$ cat config.mk
export PLATFORM = sky130hd
export DESIGN_NAME = mastermind_core
export DESIGN_NICKNAME = d
export VERILOG_FILES = /design/src/rtl/mm_pkg.sv /design/src/rtl/mm_history.sv /design/src/rtl/mastermind_core.sv
export SDC_FILE = /design/constraint.sdc
export NUM_CORES = 1
export LEC_CHECK = 0
export ABC_AREA = 0
export ABC_CLOCK_PERIOD_IN_PS = 14400
export CAP_MARGIN = 0
export CORE_MARGIN = 2
export CORE_UTILIZATION = 60
export DETAILED_ROUTE_END_ITERATION = 10
export PLACE_DENSITY = 0.86
export SLEW_MARGIN = 20
export SYNTH_ARGS = -nofsm -noshare
export SYNTH_HDL_FRONTEND = slang
export SYNTH_SLANG_ARGS = --single-unit
export TNS_END_PERCENT = 1
$ cat constraint.sdc
create_clock -name clk -period 14.4 [get_ports clk]
set_input_delay 1.44 -clock clk [delete_from_list [all_inputs] [get_ports clk]]
set_output_delay 1.44 -clock clk [all_outputs]
set_load 0.005 [all_outputs]
$ cat src/rtl/mm_pkg.sv
// mm_pkg: shared definitions for the Mastermind scoring engine.
//   - default parameter values
//   - FSM state encoding used by mastermind_core
//   - peg_at(): extracts peg idx from a packed code/guess vector
package mm_pkg;

    localparam int DEF_NUM_PEGS  = 4;
    localparam int DEF_COLOR_W   = 3;
    localparam int DEF_MAX_TURNS = 8;

    // Widest code vector and peg the helper accepts; callers zero-extend
    // their vectors to CODE_MAX_W and truncate the result to their COLOR_W.
    localparam int CODE_MAX_W = 64;
    localparam int PEG_MAX_W  = 8;

    typedef enum logic [2:0] {
        IDLE,
        READY,
        EXACT,
        TALLY,
        RESULT,
        OVER
    } state_t;

    // Peg idx lives at [idx*color_w +: color_w].
    function automatic logic [PEG_MAX_W-1:0] peg_at(
        input logic [CODE_MAX_W-1:0] vec,
        input int                    idx,
        input int                    color_w
    );
        logic [CODE_MAX_W-1:0] shifted;
        shifted = vec >> (idx * color_w);
        return shifted[PEG_MAX_W-1:0] & PEG_MAX_W'((1 << color_w) - 1);
    endfunction

endpackage

$ cat src/rtl/mm_history.sv
// mm_history: per-turn history store for mastermind_core.
//   clk, reset : clock and asynchronous active-high reset
//   we, wr_idx, wr_data : write port (one entry per scored guess)
//   rd_idx  : read index, sampled every cycle
//   turn    : number of valid entries; indices >= turn read back as zero
//   rd_data : read data, one cycle after rd_idx
// The storage array has no reset so it can map onto block RAM; a new game
// "empties" the history simply because turn returns to zero.
module mm_history #(
    parameter int DATA_W = 18,
    parameter int IDX_W  = 4
) (
    input  logic              clk,
    input  logic              reset,
    input  logic              we,
    input  logic [IDX_W-1:0]  wr_idx,
    input  logic [DATA_W-1:0] wr_data,
    input  logic [IDX_W-1:0]  rd_idx,
    input  logic [IDX_W-1:0]  turn,
    output logic [DATA_W-1:0] rd_data
);

    // Sized to the full index range so every rd_idx value addresses a
    // legal entry; only the first MAX_TURNS entries are ever written.
    localparam int DEPTH = 1 << IDX_W;

    logic [DATA_W-1:0] mem [0:DEPTH-1];
    logic [DATA_W-1:0] mem_q;
    logic              valid_q;

    always_ff @(posedge clk) begin
        if (we) begin
            mem[wr_idx] <= wr_data;
        end
        mem_q <= mem[rd_idx];
    end

    // Validity is judged against the turn count before any coincident
    // write, so the entry being written this cycle still reads as zero.
    always_ff @(posedge clk or posedge reset) begin
        if (reset) begin
            valid_q <= 1'b0;
        end else begin
            valid_q <= (rd_idx < turn);
        end
    end

    assign rd_data = valid_q ? mem_q : '0;

endmodule

$ cat src/rtl/mastermind_core.sv
// mastermind_core: Mastermind scoring and game-state engine.
//   clk, reset        : clock, asynchronous active-high reset
//   new_game          : abort everything and return to IDLE
//   code_load, code   : load the secret (IDLE only)
//   guess_valid/ready : guess handshake, guess_ready high only in READY
//   result_valid      : one-cycle pulse with exact/partial/turn/won/lost
//   exact, partial    : score of the last guess, held until the next one
//   turn              : guesses scored in this game
//   won, lost         : sticky game outcome
//   hist_rd_idx       : history read index; hist_* valid one cycle later
// A guess is scored as: EXACT counts positional matches, TALLY spends one
// cycle per colour summing min(count in code, count in guess), and the
// last TALLY cycle registers the results so they appear in RESULT.
module mastermind_core
    import mm_pkg::*;
#(
    parameter int NUM_PEGS  = DEF_NUM_PEGS,
    parameter int COLOR_W   = DEF_COLOR_W,
    parameter int MAX_TURNS = DEF_MAX_TURNS,
    parameter int CODE_W    = NUM_PEGS * COLOR_W,
    parameter int CNT_W     = $clog2(NUM_PEGS + 1),
    parameter int TURN_W    = $clog2(MAX_TURNS + 1)
) (
    input  logic              clk,
    input  logic              reset,
    input  logic              new_game,
    input  logic              code_load,
    input  logic [CODE_W-1:0] code,
    input  logic              guess_valid,
    input  logic [CODE_W-1:0] guess,
    output logic              guess_ready,
    output logic              result_valid,
    output logic [CNT_W-1:0]  exact,
    output logic [CNT_W-1:0]  partial,
    output logic [TURN_W-1:0] turn,
    output logic              won,
    output logic              lost,
    input  logic [TURN_W-1:0] hist_rd_idx,
    output logic [CODE_W-1:0] hist_guess,
    output logic [CNT_W-1:0]  hist_exact,
    output logic [CNT_W-1:0]  hist_partial
);

    localparam int NCOL   = 2 ** COLOR_W;
    localparam int HIST_W = CODE_W + 2 * CNT_W;

    state_t              state;
    logic [CODE_W-1:0]   code_reg;
    logic [CODE_W-1:0]   guess_reg;
    logic [CNT_W-1:0]    exact_reg;
    logic [CNT_W-1:0]    sum_reg;
    logic [COLOR_W-1:0]  colour_reg;

    logic [COLOR_W-1:0]  code_peg  [NUM_PEGS];
    logic [COLOR_W-1:0]  guess_peg [NUM_PEGS];

    logic [CNT_W-1:0]    exact_now;
    logic [CNT_W-1:0]    code_cnt;
    logic [CNT_W-1:0]    guess_cnt;
    logic [CNT_W-1:0]    tally_min;
    logic [CNT_W-1:0]    sum_final;
    logic [CNT_W-1:0]    partial_now;
    logic [TURN_W-1:0]   turn_next;
    logic                last_colour;
    logic                hist_we;
    logic [HIST_W-1:0]   hist_data;

    genvar gi;
    generate
        for (gi = 0; gi < NUM_PEGS; gi++) begin : g_peg
            assign code_peg[gi]  = COLOR_W'(peg_at(CODE_MAX_W'(code_reg), gi, COLOR_W));
            assign guess_peg[gi] = COLOR_W'(peg_at(CODE_MAX_W'(guess_reg), gi, COLOR_W));
        end
    endgenerate

    // Positional matches plus per-colour popcounts for the colour under test.
    always_comb begin
        exact_now = '0;
        code_cnt  = '0;
        guess_cnt = '0;
        for (int i = 0; i < NUM_PEGS; i++) begin
            if (guess_peg[i] == code_peg[i]) begin
                exact_now = exact_now + CNT_W'(1);
            end
            if (code_peg[i] == colour_reg) begin
                code_cnt = code_cnt + CNT_W'(1);
            end
            if (guess_peg[i] == colour_reg) begin
                guess_cnt = guess_cnt + CNT_W'(1);
            end
        end
        tally_min   = (code_cnt < guess_cnt) ? code_cnt : guess_cnt;
        sum_final   = sum_reg + tally_min;
        partial_now = sum_final - exact_reg;
        turn_next   = turn + TURN_W'(1);
        last_colour = (colour_reg == COLOR_W'(NCOL - 1));
        // A coincident new_game aborts the guess, so nothing is recorded.
        hist_we     = (state == TALLY) && last_colour && !new_game;
    end

    always_ff @(posedge clk or posedge reset) begin
        if (reset) begin
            state        <= IDLE;
            code_reg     <= '0;
            guess_reg    <= '0;
            exact_reg    <= '0;
            sum_reg      <= '0;
            colour_reg   <= '0;
            guess_ready  <= 1'b0;
            result_valid <= 1'b0;
            exact        <= '0;
            partial      <= '0;
            turn         <= '0;
            won          <= 1'b0;
            lost         <= 1'b0;
        end else if (new_game) begin
            state        <= IDLE;
            guess_ready  <= 1'b0;
            result_valid <= 1'b0;
            exact        <= '0;
            partial      <= '0;
            turn         <= '0;
            won          <= 1'b0;
            lost         <= 1'b0;
        end else begin
            result_valid <= 1'b0;
            case (state)
                IDLE: begin
                    if (code_load) begin
                        code_reg    <= code;
                        guess_ready <= 1'b1;
                        state       <= READY;
                    end
                end
                READY: begin
                    if (guess_valid) begin
                        guess_reg   <= guess;
                        guess_ready <= 1'b0;
                        state       <= EXACT;
                    end
                end
                EXACT: begin
                    exact_reg  <= exact_now;
                    sum_reg    <= '0;
                    colour_reg <= '0;
                    state      <= TALLY;
                end
                TALLY: begin
                    sum_reg    <= sum_final;
                    colour_reg <= colour_reg + COLOR_W'(1);
                    if (last_colour) begin
                        // Results are registered here so they are visible
                        // throughout the RESULT cycle.
                        exact        <= exact_reg;
                        partial      <= partial_now;
                        result_valid <= 1'b1;
                        turn         <= turn_next;
                        if (exact_reg == CNT_W'(NUM_PEGS)) begin
                            won <= 1'b1;
                        end else if (turn_next == TURN_W'(MAX_TURNS)) begin
                            lost <= 1'b1;
                        end
                        state <= RESULT;
                    end
                end
                RESULT: begin
                    if (won || lost) begin
                        state <= OVER;
                    end else begin
                        guess_ready <= 1'b1;
                        state       <= READY;
                    end
                end
                OVER: begin
                    state <= OVER;
                end
                default: begin
                    state <= IDLE;
                end
            endcase
        end
    end

    mm_history #(
        .DATA_W (HIST_W),
        .IDX_W  (TURN_W)
    ) u_history (
        .clk     (clk),
        .reset   (reset),
        .we      (hist_we),
        .wr_idx  (turn),
        .wr_data ({guess_reg, exact_reg, partial_now}),
        .rd_idx  (hist_rd_idx),
        .turn    (turn),
        .rd_data (hist_data)
    );

    assign hist_guess   = hist_data[HIST_W-1 -: CODE_W];
    assign hist_exact   = hist_data[2*CNT_W-1 -: CNT_W];
    assign hist_partial = hist_data[CNT_W-1:0];

endmodule

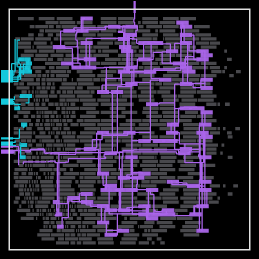
*Wires at chosen ports, followed through buffers, run 1*
Drawn at 1.5 px/µm.
colour	port	bits	direction	end cells	buffers	wire
purple	`hist_rd_idx`	4	input	94	8	2790 µm
cyan	`code`	12	input	12	12	194 µm

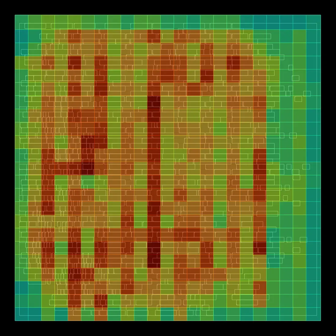
*Congestion heat map, run 1*
met1 Usage GRT: 34.3%
overall routing resource usage: 26.6%
routed length per instance: 27.8 µm
busiest layer in global routing: met2

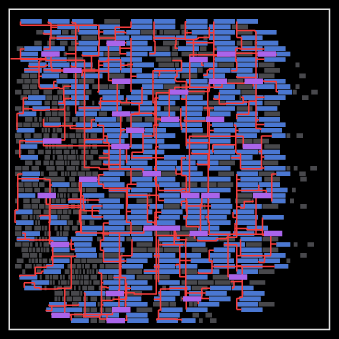
*Clock wires, drivers and flops, run 1*
Drawn at 2 px/µm.
[purple] clock-net drivers | count: 34
[red] clock wires | length: 3750 µm
[blue] flip-flops | count: 357
routed clock nets	35

==> results.cfg, run 1 <==
; physical design summary
[synth]
simple_gate_share_pct = 3.84
synth_chip_area_um2 = 14500
synth_nets = 816
synth_area_per_cell_um2 = 19.1
ff_type = edfxtp_1
synth-compound-area-share_pct = 1.56
common_cells = 288 x edfxtp_1, 90 x mux4_2, 51 x dfrtp_1, 34 x xnor2_1
synth.area.top_cells = edfxtp_1 60%, mux4_2 14%, dfrtp_1 8.8%, dfxtp_1 2.5%, mux2_2 2.2%
ys_ff = 357
edf_count = 288
ys_sh_xor_pct = 3.24
synthCells = 757

[power_and_ir_drop]
intPower_mw = 2.07
power_frac_seq_pct = 51.6
total_power_mw = 2.88
p_leak_nw = 5.70
vdd_drop_max_mv = 0.181
comb_power_share_pct = 18.3
maxPowerGroup = registers
power_clock_mw = 0.868
p_per_area_nw_per_um2 = 173

[critical_path]
cpMaxStageDelayCell = dfrtp_1
crit_path_frequent_cell = ha_1
critPathLaunch = guess_reg[3]
start_kind = flop
cp_slowest_stage_delay_ps = 770
crit_chain = xnor2_1 > nand3_1 > inv_1 > ha_1 > xor2_2 > ha_1 > nand4_1 > xnor2_1 > inv_1 > ha_1 > a21oi_1 > and2_1 > nor2_1 > a21oi_1 > ha_1 > fa_1 > fa_1 > xnor2_2
endpoint = u_history.mem[14][2]

[route]
drc = 0
drt_wl_total_um = 33000
ant_nets = 0

[sta]
worst_pin_slew_ps = 1080
relSlewSlack_pct = 28.0
final.setup.worst_slack_ps = 9130
max_freq_mhz = 190
fin_crit_ps = 5270
fin_worst_skew_ps = 13.0
hold_violations = 0
rsz0062_at_grt = false

[place]
place_congestion = 0.862
place_ws_ps = 9010
place.detailed.instances = 1127
dpl.hpwl_um = 18400

[clock_network]
clk_path_buf_depth = 3
cts_tree = yes
clockRootBuffer = clkbuf_16
cts_sinks = 357
hold_buffers = 0
worstSkewPairLatency_ps = 520

[min_path]
whs_endpoint = sum_reg[0]
hold_class = reg2reg

[die]
core_area_um2 = 23600
initCoreUtil_pct = 61.4

[run_status]
status = completed

[cells_and_area]
layout_top_cell = edfxtp_1
most-common-layout-cells = 288 x edfxtp_1, 90 x mux4_2, 62 x clkdlybuf4s50_1, 51 x dfrtp_1, 34 x clkbuf_16
top_regs = u_history.mem: 288 flops, u_history.mem_q: 18 flops
postLayoutCoreUtil_pct = 70.4
areaGrowthSynthToFinish_pct = 14.7
n_antenna_cell = 0
largest-register = u_history.mem

[job]
maxCapViolCount = 0

[grt]
grt_pass1_vias = 7843
[run 1: area by class of cell]
class                   count  area (µm²)
flip-flops and latches    357       10300
clock buffers              47         940
inverters                  21        80.1
repair buffers             84         783
fillers                  1378        7000
clock inverters            13         134
multi-input cells         346        3990
well taps                 319         399
[run 1: worst max-delay path, delay by kind of cell, from the launching register on]
| family | cells | cell delay (ps) |
|---|---|---|
| adders and majority gates | 6 | 1740 |
| xor gates and xnor gates | 4 | 1320 |
| buffers and inverters | 2 | 200 |
| AOI/OAI and AO/OA | 2 | 450 |
| DFF | 1 | 770 |
| and+or+nand+nor | 4 | 500 |
[run 1: metal layers]
layer	wire, µm	track usage, %	vias up
met4	1090	9.34	0
met2	17300	46.6	426
met3	2530	4.30	87
met5	0	0	-
li1	-	-	3127
met1	12000	34.3	3914
### Local utilization, run 1

Drawn at 2 px/µm. 16 x 16 tiles, from dark blue (low) to red (high), 0 to 100% covered.
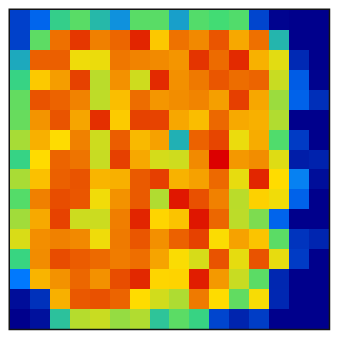

--- run 2 (diff from run 1) ---
Settings changed: ABC_CLOCK_PERIOD_IN_PS 14400 to 4600, CORE_UTILIZATION 60 to 54, PLACE_DENSITY 0.86 to 0.82.
Clock period 14.4 ns to 4.6 ns, I/O delays scaled along.
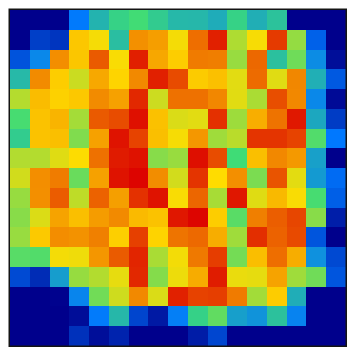
*Local utilization, run 2*
Drawn at 2 px/µm. 17 x 17 tiles, from dark blue (low) to red (high), 0 to 100% covered.
densest ninth of the die	middle
mean over tiles	59%
nearly empty tiles	11%

==> run 2 against run 1 <==
  * Register-to-register slack worse by 8900 ps
  * Core utilization down 4.9 points
  * Routed wire length down 4.7%
  * Design area up 3.2%
  * Via count down 1.7%
  * Synthesized cell count unchanged
  * Critical path depth up 2
  * Combinational power rose to 4.2 times the previous value
  * Sequential power rose to 3.0 times the previous value
  * Clock power rose to 3.3 times the previous value
  * Critical path type unchanged
  * Critical endpoint is now partial[2]
  * Largest cell class unchanged
  * Largest power group unchanged
==> results.cfg, run 2 <==
; physical design summary
[synth]
simple_gate_share_pct = 3.84
synth_chip_area_um2 = 14500
ff_type = edfxtp_1
synthCells = 757
synth_area_per_cell_um2 = 19.1
ys_sh_xor_pct = 3.24
synth_nets = 816

[route]
route.met3.wl_um = 2240
met1_length_um = 12200
ant_nets = 0
drt_wl_total_um = 31400
route.met2.wl_um = 16300

[cells_and_area]
clkCellAreaFrac_pct = 6.78
top_regs = u_history.mem: 288 flops, u_history.mem_q: 18 flops
nClkBuffers = 49
regArea_um2 = 10300
buf_share_pct = 6.67
ff_count = 357
sh_seq_area_pct = 60.0

[die]
num_tap_cells = 335
core_area_um2 = 26200

[critical_path]
crit_path_frequent_cell = ha_1
crit_buf_inv = 4
critPathLaunch = colour_reg[1]
endpoint = partial[2]
cpMaxStageDelayCell = dfrtp_2
start_kind = flop
crit_chain = buf_4 > xor2_1 > nor3_4 > buf_4 > xor2_2 > ha_1 > nand4_1 > xnor2_2 > ha_1 > inv_1 > a21oi_2 > and2_1 > nor2_1 > a21oi_1 > ha_1 > fa_1 > fa_2 > xnor2_4 > buf_12 > a22o_1

[clock_network]
cts_sinks = 357
worstSkewPairLatency_ps = 530

[run_status]
status = completed

[place]
place_ws_ps = -396
place.detailed.instances = 1185

[grt]
grt_pass1_vias = 7789

[min_path]
hold_class = in2async

[power_and_ir_drop]
vdd_drop_max_mv = 0.555
p_per_area_nw_per_um2 = 558

[sta]
fin_worst_skew_ps = 20.3
relSlewSlack_pct = 40.9

[job]
maxCapViolCount = 0
## run 2: metal layers
| layer | vias up | global-route usage, % |
|---|---|---|
| met2 | 345 | 40.0 |
| met5 | - | 0 |
| li1 | 3219 | - |
| met3 | 58 | 4.42 |
| met1 | 3804 | 30.9 |
| met4 | 2 | 6.65 |
## run 2: report_power, final
group | leakage [nW] | internal [mW] | switching, mW | total [mW]
sequential | 3.39 | 4.29 | 0.157 | 4.45
combinational | 2.03 | 0.980 | 1.25 | 2.23
clock | 0.565 | 1.70 | 1.18 | 2.88
total | 5.99 | 6.97 | 2.59 | 9.56
Power figures rest on the tool's default switching activity, not on a simulated workload.
